## src/rtl/barrel_shift_arbiter_pkg.sv

```systemverilog
// Shared shift opcodes and requester ids for the two-port shifter arbiter.
package barrel_shift_arbiter_pkg;
  typedef logic [1:0] shift_op_t;

  localparam shift_op_t OP_SLL = 2'b00;
  localparam shift_op_t OP_SRL = 2'b10;
  localparam shift_op_t OP_SRA = 2'b11;

  localparam logic ID_REQ0 = 1'b0;
  localparam logic ID_REQ1 = 1'b1;
endpackage

```

## src/rtl/barrel_shift_arbiter_shifter.sv

```systemverilog
// Combinational barrel shifter; SHIFTER_TYPE picks one of three equivalent structures.
// Op encoding {LR,LA}: 0x = shift left, 10 = logical right, 11 = arithmetic right.
module barrel_shift_arbiter_shifter
  import barrel_shift_arbiter_pkg::*;
#(
  parameter int SHIFTER_TYPE = 0,
  parameter int WIDTH        = 32
) (
  input  logic [1:0]               i_op,
  input  logic [$clog2(WIDTH)-1:0] i_w,
  input  logic [WIDTH-1:0]         i_a,
  output logic [WIDTH-1:0]         o_y
);
  localparam int SW = $clog2(WIDTH);

  if (SHIFTER_TYPE == 0) begin : g_log
    logic [WIDTH-1:0] w_stage;
    logic             w_fill;
    logic             w_right;
    // log2(WIDTH) mux stages, stage s shifts by 2**s
    always_comb begin
      w_right = (i_op == OP_SRL) || (i_op == OP_SRA);
      w_fill  = (i_op == OP_SRA) && i_a[WIDTH-1];
      w_stage = i_a;
      for (int s = 0; s < SW; s++) begin
        if (i_w[s]) begin
          if (w_right)
            w_stage = (w_stage >> (1 << s)) |
                      ({WIDTH{w_fill}} & ~({WIDTH{1'b1}} >> (1 << s)));
          else
            w_stage = w_stage << (1 << s);
        end
      end
      o_y = w_stage;
    end
  end else if (SHIFTER_TYPE == 2) begin : g_rev
    logic [WIDTH-1:0] w_in;
    logic [WIDTH-1:0] w_sh;
    logic             w_right;
    // right shifts reuse the left shifter on bit-reversed data
    always_comb begin
      w_right = i_op[1];
      w_in    = i_a;
      if (w_right)
        for (int i = 0; i < WIDTH; i++) w_in[i] = i_a[WIDTH-1-i];
      w_sh = w_in << i_w;
      if ((i_op == OP_SRA) && i_a[WIDTH-1])
        w_sh = w_sh | ~({WIDTH{1'b1}} << i_w);
      o_y = w_sh;
      if (w_right)
        for (int i = 0; i < WIDTH; i++) o_y[i] = w_sh[WIDTH-1-i];
    end
  end else begin : g_ops
    always_comb begin
      case (i_op)
        OP_SLL, 2'b01: o_y = i_a << i_w;
        OP_SRL:        o_y = i_a >> i_w;
        default:       o_y = $signed(i_a) >>> i_w;
      endcase
    end
  end
endmodule

```

## src/rtl/barrel_shift_arbiter.sv

```systemverilog
// Two requesters share one barrel shifter: round-robin grant, operand reg -> result reg,
// one shift per cycle when unstalled; an output stall freezes S2, then S1, then drops READY.
module barrel_shift_arbiter
  import barrel_shift_arbiter_pkg::*;
#(
  parameter int WIDTH        = 32,
  parameter int SHIFTER_TYPE = 0
) (
  input  logic                     CLK,
  input  logic                     RST,
  input  logic                     REQ0_VALID,
  output logic                     REQ0_READY,
  input  logic [1:0]               REQ0_OP,
  input  logic [$clog2(WIDTH)-1:0] REQ0_W,
  input  logic [WIDTH-1:0]         REQ0_A,
  input  logic                     REQ1_VALID,
  output logic                     REQ1_READY,
  input  logic [1:0]               REQ1_OP,
  input  logic [$clog2(WIDTH)-1:0] REQ1_W,
  input  logic [WIDTH-1:0]         REQ1_A,
  output logic                     OUT_VALID,
  input  logic                     OUT_READY,
  output logic                     OUT_ID,
  output logic [WIDTH-1:0]         OUT_Y
);
  logic                     r_s1_v;
  shift_op_t                r_s1_op;
  logic [$clog2(WIDTH)-1:0] r_s1_w;
  logic [WIDTH-1:0]         r_s1_a;
  logic                     r_s1_id;
  logic                     r_ptr;
  logic                     r_out_v;
  logic                     r_out_id;
  logic [WIDTH-1:0]         r_out_y;

  logic                     w_adv1;
  logic                     w_adv2;
  logic                     w_gnt0;
  logic                     w_gnt1;
  logic [WIDTH-1:0]         w_shift_y;

  // READY is held low while reset is asserted, even if S1 is empty
  assign w_adv2 = ~r_out_v | OUT_READY;
  assign w_adv1 = ~RST & (~r_s1_v | w_adv2);
  assign w_gnt0 = w_adv1 & REQ0_VALID & (~REQ1_VALID | (r_ptr == ID_REQ0));
  assign w_gnt1 = w_adv1 & REQ1_VALID & (~REQ0_VALID | (r_ptr == ID_REQ1));

  assign REQ0_READY = w_gnt0;
  assign REQ1_READY = w_gnt1;

  always_ff @(posedge CLK or posedge RST) begin
    if (RST) begin
      r_ptr   <= ID_REQ0;
      r_s1_v  <= 1'b0;
      r_s1_op <= OP_SLL;
      r_s1_w  <= '0;
      r_s1_a  <= '0;
      r_s1_id <= ID_REQ0;
    end else begin
      if (w_gnt0)
        r_ptr <= ID_REQ1;
      else if (w_gnt1)
        r_ptr <= ID_REQ0;
      if (w_adv1) begin
        r_s1_v  <= w_gnt0 | w_gnt1;
        r_s1_id <= w_gnt1 ? ID_REQ1 : ID_REQ0;
        r_s1_op <= w_gnt1 ? REQ1_OP : REQ0_OP;
        r_s1_w  <= w_gnt1 ? REQ1_W  : REQ0_W;
        r_s1_a  <= w_gnt1 ? REQ1_A  : REQ0_A;
      end
    end
  end

  barrel_shift_arbiter_shifter #(
    .SHIFTER_TYPE (SHIFTER_TYPE),
    .WIDTH        (WIDTH)
  ) u_shifter (
    .i_op (r_s1_op),
    .i_w  (r_s1_w),
    .i_a  (r_s1_a),
    .o_y  (w_shift_y)
  );

  always_ff @(posedge CLK or posedge RST) begin
    if (RST) begin
      r_out_v  <= 1'b0;
      r_out_id <= ID_REQ0;
      r_out_y  <= '0;
    end else if (w_adv2) begin
      r_out_v  <= r_s1_v;
      r_out_id <= r_s1_id;
      r_out_y  <= w_shift_y;
    end
  end

  assign OUT_VALID = r_out_v;
  assign OUT_ID    = r_out_id;
  assign OUT_Y     = r_out_y;
endmodule

```

## config.mk

```make
export PLATFORM = sky130hd
export DESIGN_NAME = barrel_shift_arbiter
export DESIGN_NICKNAME = d
export VERILOG_FILES = /design/src/rtl/barrel_shift_arbiter_pkg.sv /design/src/rtl/barrel_shift_arbiter_shifter.sv /design/src/rtl/barrel_shift_arbiter.sv
export SDC_FILE = /design/constraint.sdc
export NUM_CORES = 1
export LEC_CHECK = 0
export ABC_AREA = 1
export CORE_MARGIN = 8
export CORE_UTILIZATION = 38
export CTS_CLUSTER_DIAMETER = 50
export CTS_CLUSTER_SIZE = 40
export DETAILED_ROUTE_END_ITERATION = 8
export GPL_TIMING_DRIVEN = 1
export PLACE_DENSITY = 0.69
export SLEW_MARGIN = 15
export SYNTH_ARGS = -nofsm -noshare
export SYNTH_HDL_FRONTEND = slang
export SYNTH_SLANG_ARGS = --single-unit
export TNS_END_PERCENT = 20
```

## constraint.sdc

```tcl
create_clock -name CLK -period 4.8 [get_ports CLK]
set_clock_uncertainty 0.1 [all_clocks]
set_input_delay 0.96 -clock CLK [delete_from_list [all_inputs] [get_ports CLK]]
set_output_delay 0.96 -clock CLK [all_outputs]
set_load 0.01 [all_outputs]
```

==> reports/qor.yml, run 1 <==
outcome:
  status: "completed"
setup_path:
  r2r_slack_ns: 2.07
  max_stage_delay_ns: 0.58
  crit_top_cell: "clkdlybuf4s50_1"
  cpLargestDelayFamily: "buffers and inverters"
  r2r-start: "r_s1_op[1]"
  cp_data_required_time_ns: 3.74
  crit_path_cell_trace: "clkdlybuf4s50_1 > nor2_2 > inv_2 > o21ai_1 > nor2_1 > clkdlybuf4s50_1"
  critPathLaunch: "OUT_READY"
  worstPathArrival_ns: 2.82
  cp-end-kind: "output port"
  crit_fanout: 24
  worstSetupPathType: "in -> out"
  cp_slowest_cell: "clkdlybuf4s50_1"
  startpoint_type: "input port"
  worst-path-buf-inv: 3
  r2r_end: "OUT_Y[14]"
  r2r_cells: 14
clock_network:
  ctsHoldBuffers: 0
  path_clk_slew_ns: 0.05
  clkLatencyLatePin_ns: 0.34
  cts-root-buf: "clkbuf_16"
  clkSinkCount: 76
  cts_resized: 0
  cts_buffer_depth: 2
  post_cts_buffers: 0
  cts_tree: "built"
  cts_buffers: 9
finish:
  nNonClkBuffers: 128
  layout-drive-gt1-share: 0.0855
  final_util: 0.477
  num-clock-buffers: 12
  buf_share: 0.160
  syn_to_final_growth_pct: 24.1
  final-clk-cell-share: 0.0447
  sh_comb_area: 0.489
  fill_cells: 1719
  diodes: 0
  regArea_um2: 1900
  nets: 1201
  seq_area_frac: 0.242
  design.seq.count: 76
  final-comb-area_um2: 3840
  top_area_cell_class: "combinational gates"
  n_all_inverters: 61
  logic_gate_count: 842
  lay_top_count: "nand2_1"
  layout_top_cells: "nand2_1 (435), nand3_1 (228), clkdlybuf4s50_1 (118), dfrtp_1 (76), inv_1 (53)"
timing:
  setup_viol: 0
  holdWs_ns: 0.374
  period_minus_slack_ns: 3.88
  maxSlewHeadroom: 0.360
  drv_slew: 0
  rsz0062_at_grt: "false"
  fin_crit_sh: 0.809
  hold_viol_final: 0
  setup_tns_ns: 0
power_and_ir_drop:
  pwr-share-comb: 0.552
  p_int_w: 0.00223
  switching_power_w: 0.00182
  pg_seq_w: 0.00102
  p_clk_w: 0.000797
  powerComb_w: 0.00224
  pwr_density_cell_nw_per_um2: 516
  finalPower_w: 0.00406
  leakage_nw: 3.83
  p_seq_frac: 0.252
  ir_drop_uv: 233
  switching_share: 0.449
  maxPowerGroup: "combinational cells"
  clock_power_share: 0.197
flow_run:
  log.warning_count: 26
  drv_cap: 0
synthesis:
  top_area_cell: "dfrtp_1"
  avgSynthCellArea_um2: 6.05
  ys_types: 23
  seq_area_frac_synth: 0.300
  fp_nets: 1130
  ys_warn_count: 0
  ys_area_um2: 6330
  ys_cells: 1047
  compound_area_frac: 0.0672
  ys_sh_adder: 0
  syn-instance-count: 1047
  netlist_area_um2: 6330
  synth_flops: 76
  xor_area_frac: 0
  top_area_frac: 0.300
  simple_gate_share: 0.538
  area_leaders: "dfrtp_1 (30%), nand2_1 (26%), nand3_1 (18%), nand3_2 (4.6%), inv_1 (3.2%)"
  mux_share: 0
routing:
  drt_iter0_drc: 783
  wire_per_inst_um: 14.2
  ant_nets: 0
  vias: 6986
  routed_wl_um: 19100
  drc_errors: 0
global_routing:
  grt_pass1_wl_um: 32600
  grt_pass1_vias: 6584
  grt-ovfl-total: 0
  antenna_found_initial: 0
  grt_start_max_net_pins: 77
  gr-usage-all-layers: 0.183
worst_hold_path:
  worst_hold_path.endpoint: "OUT_Y[15]"
  hold_start: "OUT_Y[15]"
  hp-class: "reg -> reg"
  whs_path_depth: 2
floorplan:
  chip_area_um2: 21100
  core_um2: 16500
  num_rows: 47
  initCoreUtil: 0.385
  nWellTaps: 220
  die_h_um: 145
  ioPinCount: 119
  dieWidth_um: 145
place:
  dp_hpwl_um: 14000
  gp_congestion: 0.886
  place.port_buffers: 118
[run 1: metal layers]
| layer | global-route usage | wire [um] | vias up |
|---|---|---|---|
| met5 | 0 | 0 | - |
| met2 | 0.302 | 9140 | 242 |
| li1 | - | - | 3530 |
| met3 | 0.0339 | 1180 | 27 |
| met4 | 0.0599 | 355 | 0 |
| met1 | 0.237 | 8460 | 3187 |
[run 1: worst max-delay path by stage]
stage                     cells past startpoint  slack, ns          to
final                                         6       0.92  REQ1_READY
after global routing                          6       0.76  REQ1_READY
after CTS                                     6       0.90  REQ1_READY
after detailed placement                      6       0.91  REQ1_READY
after global placement                        6       0.92  REQ1_READY
after floorplan                               3       0.47  REQ1_READY
[run 1: cell usage after synthesis]
cell type    n
nand3_1    228
inv_2        6
buf_6        6
nor2_4       1
nand2_1    435
o21ai_0     33
nor2_1      29
o211ai_1     1
nand3_2     29
clkbuf_2     2
buf_4        8
clkbuf_1    22
nor2_2       2
or2_2       30
o21ai_1     23
dfrtp_1     76
o21bai_1     1
nand4_1      4
inv_4        1
inv_1       54
a21oi_1     26
buf_2       25
buf_1        5
[run 1: tightest hold or removal path, cell delays in order (launching register included)]
cell	delay (ns)
dfrtp_1	0.33
nand2_1	0.05
nand2_1	0.06
[run 1: through the flow]
| step | setup WS [ns] | cells | instance area, um2 |
|---|---|---|---|
| after floorplan | 0.473 | 1047 | 6330 |
| after global placement | 0.922 | 1327 | 7500 |
| after detailed placement | 0.911 | 1327 | 7500 |
| after CTS | 0.897 | 1343 | 7850 |
| after global routing | 0.759 | 1343 | 7860 |
| final | 0.919 | 1343 | 7860 |
[run 1: logic make-up after synthesis]
family	Yosys count
AOI/OAI and AO/OA	84
buffers and inverters	129
DFF	76
and+or+nand+nor	758
Fig. 1: run 1, metal 1
Bar = 50 um. Supply wires on this layer in grey.
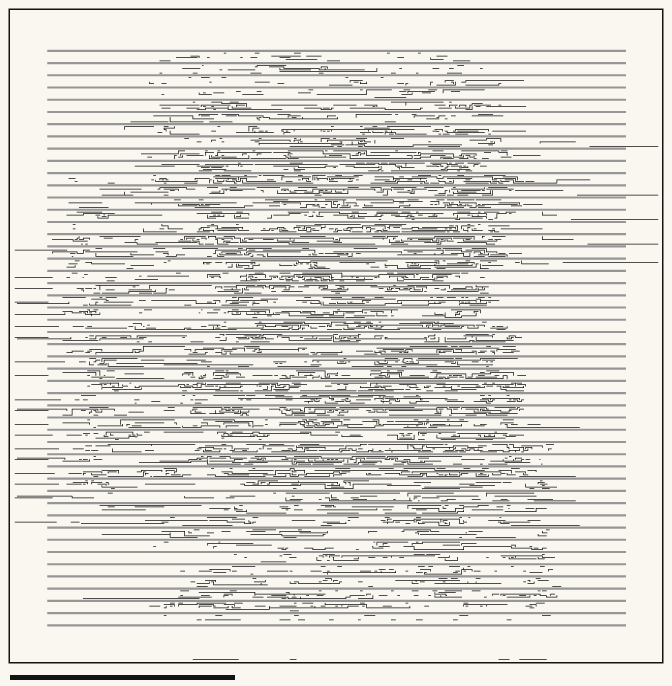
main direction: horizontal
nets with wire on the layer: 1096
share of all routed wire: 44%
wire length on this layer: 8460 um

Fig. 2: run 1, met2 routing
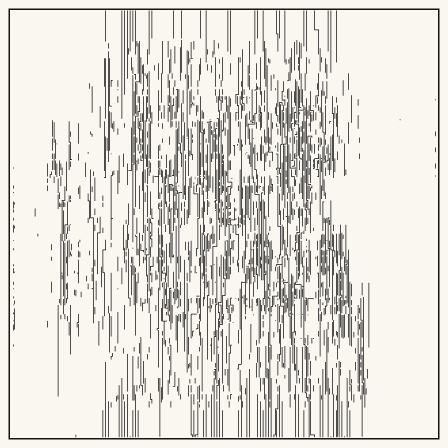
main direction: vertical
nets with wire on the layer: 904
wire length on this layer: 9140 um
share of all routed wire: 48%

Fig. 3: run 1, signal wires on met3
Bar = 50 um.
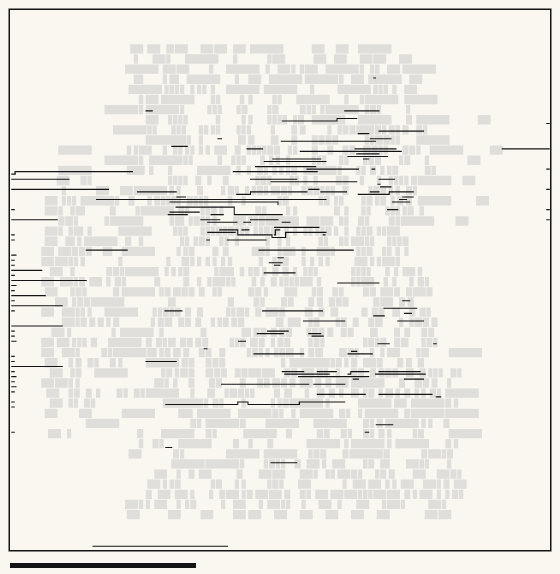
nets with wire on the layer: 113
longest straight run: 61.6 um
main direction: horizontal

Fig. 4: run 1, clock routing
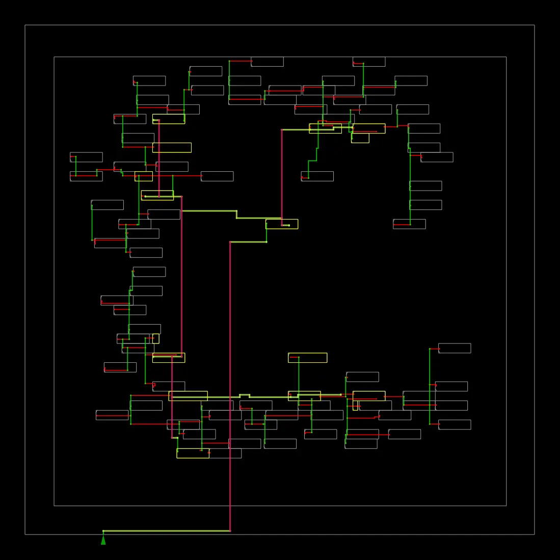

--- run 2 (diff from run 1) ---
==> constraint.sdc (replaced) <==
create_clock -name CLK -period 3.6 [get_ports CLK]
set_clock_uncertainty 0.1 [all_clocks]
set_input_delay 0.72 -clock CLK [delete_from_list [all_inputs] [get_ports CLK]]
set_output_delay 0.72 -clock CLK [all_outputs]
set_load 0.01 [all_outputs]
Fig. 5: run 2, clock routing
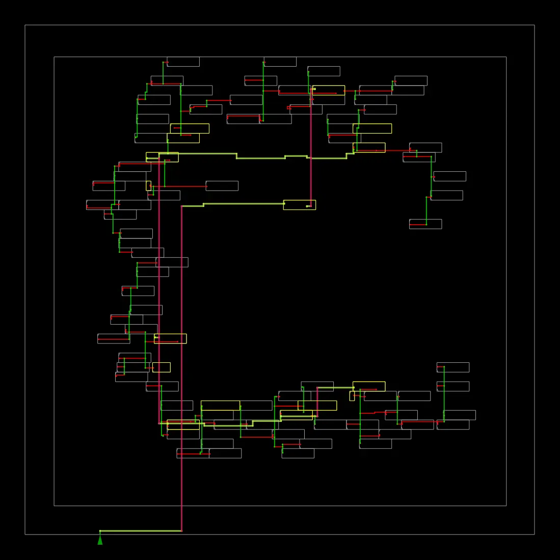
Clk. pwr: 0.00111 W
registers: 76

==> run 2 against run 1 <==
  * Clock power grew 39%
  * Final area grew 0.56%
  * Worst setup slack lost 0.52 ns
  * Largest power group unchanged
  * Via count shrank 0.11%
  * Non-clock buffer count grew 4
  * Count of clock-buffer cells in the layout is the same
  * Synthesized cell count is the same
==> reports/qor.yml, run 2 <==
power_and_ir_drop:
  p_seq_frac: 0.252  # about the same
  p_int_w: 0.00304  # +36%
  powerComb_w: 0.00298  # +33%
  switching_power_w: 0.00243  # +33%
  leakage_nw: 3.85  # +0.48%
  pwr-share-comb: 0.546  # -0.006
  clock_power_share: 0.203  # +0.006
  ir_drop_uv: 286  # +23%
  pg_seq_w: 0.00138  # +35%
  maxPowerGroup: "combinational cells"
  switching_share: 0.444  # -0.00537
  finalPower_w: 0.00547  # +35%
  pwr_density_cell_nw_per_um2: 692  # +34%
timing:
  rsz0062_at_grt: "false"
  setup_tns_ns: 0  # unchanged
  hold_viol_final: 0  # unchanged
  drv_slew: 0  # unchanged
  setup_viol: 0  # unchanged
  period_minus_slack_ns: 3.20
  fmax_ghz: 0.312
  holdWs_ns: 0.371  # -0.00328 ns
  maxSlewHeadroom: 0.484  # +0.124
  fin_crit_sh: 0.890
  finalWorstSetupSlack_ns: 0.397  # -0.522 ns
  tightest_slew_ns: 0.773
clock_network:
  cts_buffer_depth: 2  # unchanged
  clkSinkCount: 76  # unchanged
  ctsHoldBuffers: 0  # unchanged
  cts_resized: 0  # unchanged
  post_cts_buffers: 0  # unchanged
  cts-root-buf: "clkbuf_16"
  ctsHtreeMaxLevel: 3
  cts_tree: "built"
  path_clk_slew_ns: 0.06  # about the same
  cts_buffers: 9  # unchanged
  clkLatencyLatePin_ns: 0.34  # about the same
finish:
  diodes: 0  # unchanged
  nets: 1205  # +0.33%
  fin_area_um2: 7900  # +0.56%
  layout-drive-gt1-share: 0.0878  # +0.00236
  final_util: 0.480  # +0.00266
  syn_to_final_growth_pct: 24.8
  stdcell_count: 1347  # +0.30%
  layout_top_cells: "nand2_1 (435), nand3_1 (228), clkdlybuf4s50_1 (118), dfrtp_1 (76), inv_1 (53)"
  lay_top_count: "nand2_1"
place:
  place.port_buffers: 118  # unchanged
  dp.cells: 1331  # +0.30%
  place_ws_ns: 0.387  # -0.524 ns
  dp_hpwl_um: 14400  # +2.8%
  postPlaceCellArea_um2: 7540  # +0.45%
  gp_congestion: 0.881  # -0.56%
worst_hold_path:
  hp-class: "reg -> reg"
  hold_start: "r_s1_v"
setup_path:
  cp-end-kind: "output port"
  crit_path_cell_trace: "clkdlybuf4s50_1 > inv_1 > o21ai_1 > inv_1 > nor2_2 > inv_1 > nor2_1 > clkdlybuf4s50_1"
  max_stage_delay_ns: 0.58  # about the same
  worstPathArrival_ns: 2.38  # -0.44 ns
  crit_top_cell: "inv_1"
  critPathLaunch: "REQ1_VALID"
  startpoint_type: "input port"
  crit_fanout: 4  # -83%
  worst-path-buf-inv: 5  # +2
  cp_slowest_cell: "clkdlybuf4s50_1"
  cpLargestDelayFamily: "buffers and inverters"
  cp_data_required_time_ns: 2.78  # -0.96 ns
  worstSetupPathType: "in -> out"
  r2r-start: "r_s1_w[1]"
global_routing:
  gr-usage-all-layers: 0.183  # -0.000372
  grt-ovfl-total: 0  # unchanged
  grt_pass1_wl_um: 32200  # -1.1%
  antenna_found_initial: 0  # unchanged
  grt_start_max_net_pins: 77  # unchanged
  grt_pass1_vias: 6435  # -2.3%
synthesis:
  synth_flops: 76  # unchanged
  yosys.cell_count.top_type: "nand2_1"
  avgSynthCellArea_um2: 6.05  # unchanged
  ys_area_um2: 6330  # unchanged
  syn-instance-count: 1047  # unchanged
  edf_count: 0  # unchanged
  netlist_area_um2: 6330  # unchanged
  area_leaders: "dfrtp_1 (30%), nand2_1 (26%), nand3_1 (18%), nand3_2 (4.6%), inv_1 (3.2%)"
  ys_cells: 1047  # unchanged
  ys_async_sr_fraction: 1.00  # unchanged
  top_area_cell: "dfrtp_1"
  top_area_frac: 0.300  # unchanged
  synthTopCellsByCount: "nand2_1 (435), nand3_1 (228), dfrtp_1 (76), inv_1 (54), o21ai_0 (33)"
  ys_types: 23  # unchanged
  seq_area_frac_synth: 0.300  # unchanged
  ff_type: "dfrtp_1"
  ys_warn_count: 0  # unchanged
  fp_nets: 1130  # unchanged
routing:
  drt_iter0_drc: 775  # -1.0%
  ant_nets: 0  # unchanged
  first_pass_iters: 6
  drc_errors: 0  # unchanged
  wire_per_inst_um: 14.3  # +0.67%
  via_per_inst: 5.18
floorplan:
  core_um2: 16500  # unchanged
  chip_area_um2: 21100  # unchanged
  die_h_um: 145  # unchanged
  ioPinCount: 119  # unchanged
  num_rows: 47  # unchanged
  dieWidth_um: 145  # unchanged
  initCoreUtil: 0.385  # unchanged
outcome:
  status: "completed"
flow_run:
  log.warning_count: 26  # unchanged
  drv_cap: 0  # unchanged
Fig. 6: run 2, metal 4
Supply wires on this layer in grey.
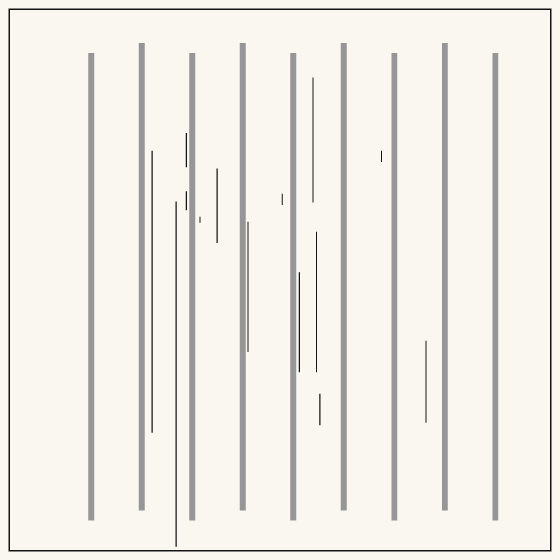
share of all routed wire: 1.9%
longest straight run: 92.5 um
main direction: vertical
wire length on this layer: 370 um
nets with wire on the layer: 12
drt total wl: 19300 um
vias post-DR: 6978

-- run 2: cell types whose count changed in the layout (fill, tap and decap cells not counted) --
cell	change
nor2_4	-1
clkbuf_1	+1
clkinvlp_4	+1
clkbuf_8	-1
clkinv_2	-1
buf_4	+4
bufinv_16	+1
inv_2	-1
nor2_2	+1
-- run 2: kinds of logic (layout without fill, tap and decap cells) --
kind of cell	Yosys count	in the layout	synth area share
AOI/OAI and AO/OA	84	84	0.0672
buffers and inverters	129	209	0.0941
DFF	76	76	0.300
and+or+nand+nor	758	758	0.538
-- run 2: routing by layer --
| layer | GRT usage | vias to the layer above | share of wire |
|---|---|---|---|
| met1 | 0.243 | 3181 | 0.45 |
| met4 | 0.0630 | 0 | 0.019 |
| met3 | 0.0286 | 30 | 0.051 |
| met5 | 0 | - | 0 |
| met2 | 0.296 | 227 | 0.48 |
| li1 | - | 3540 | - |
-- run 2: worst paths after layout --
kind                                    to  slack [ns]  cells after the start
worst max-delay path            REQ1_READY        0.40                      8
worst min-delay path             OUT_VALID        0.37                      2
worst max register to register   OUT_Y[14]        0.69                     13
worst min register to register   OUT_VALID        0.37                      2
max in group asynchronous       r_s1_a[20]        1.64                      4
min in group asynchronous       r_s1_a[22]        0.85                      3
-- run 2: final cells by class --
| cell class | instances | area, um2 |
|---|---|---|
| fill | 1695 | 8560 |
| multi-input combinational | 842 | 3840 |
| sequential | 76 | 1900 |
| timing repair buffer | 132 | 1290 |
| tap | 220 | 275 |
| clock buffer | 12 | 246 |
| inverter | 61 | 235 |
| clock inverter | 4 | 120 |
-- run 2: worst min-delay path: stages, from the launching register on --
cell	delay [ns]
dfrtp_1	0.32
inv_1	0.06
nand2_1	0.06
Power figures rest on the tool's default switching activity, not on a simulated workload.
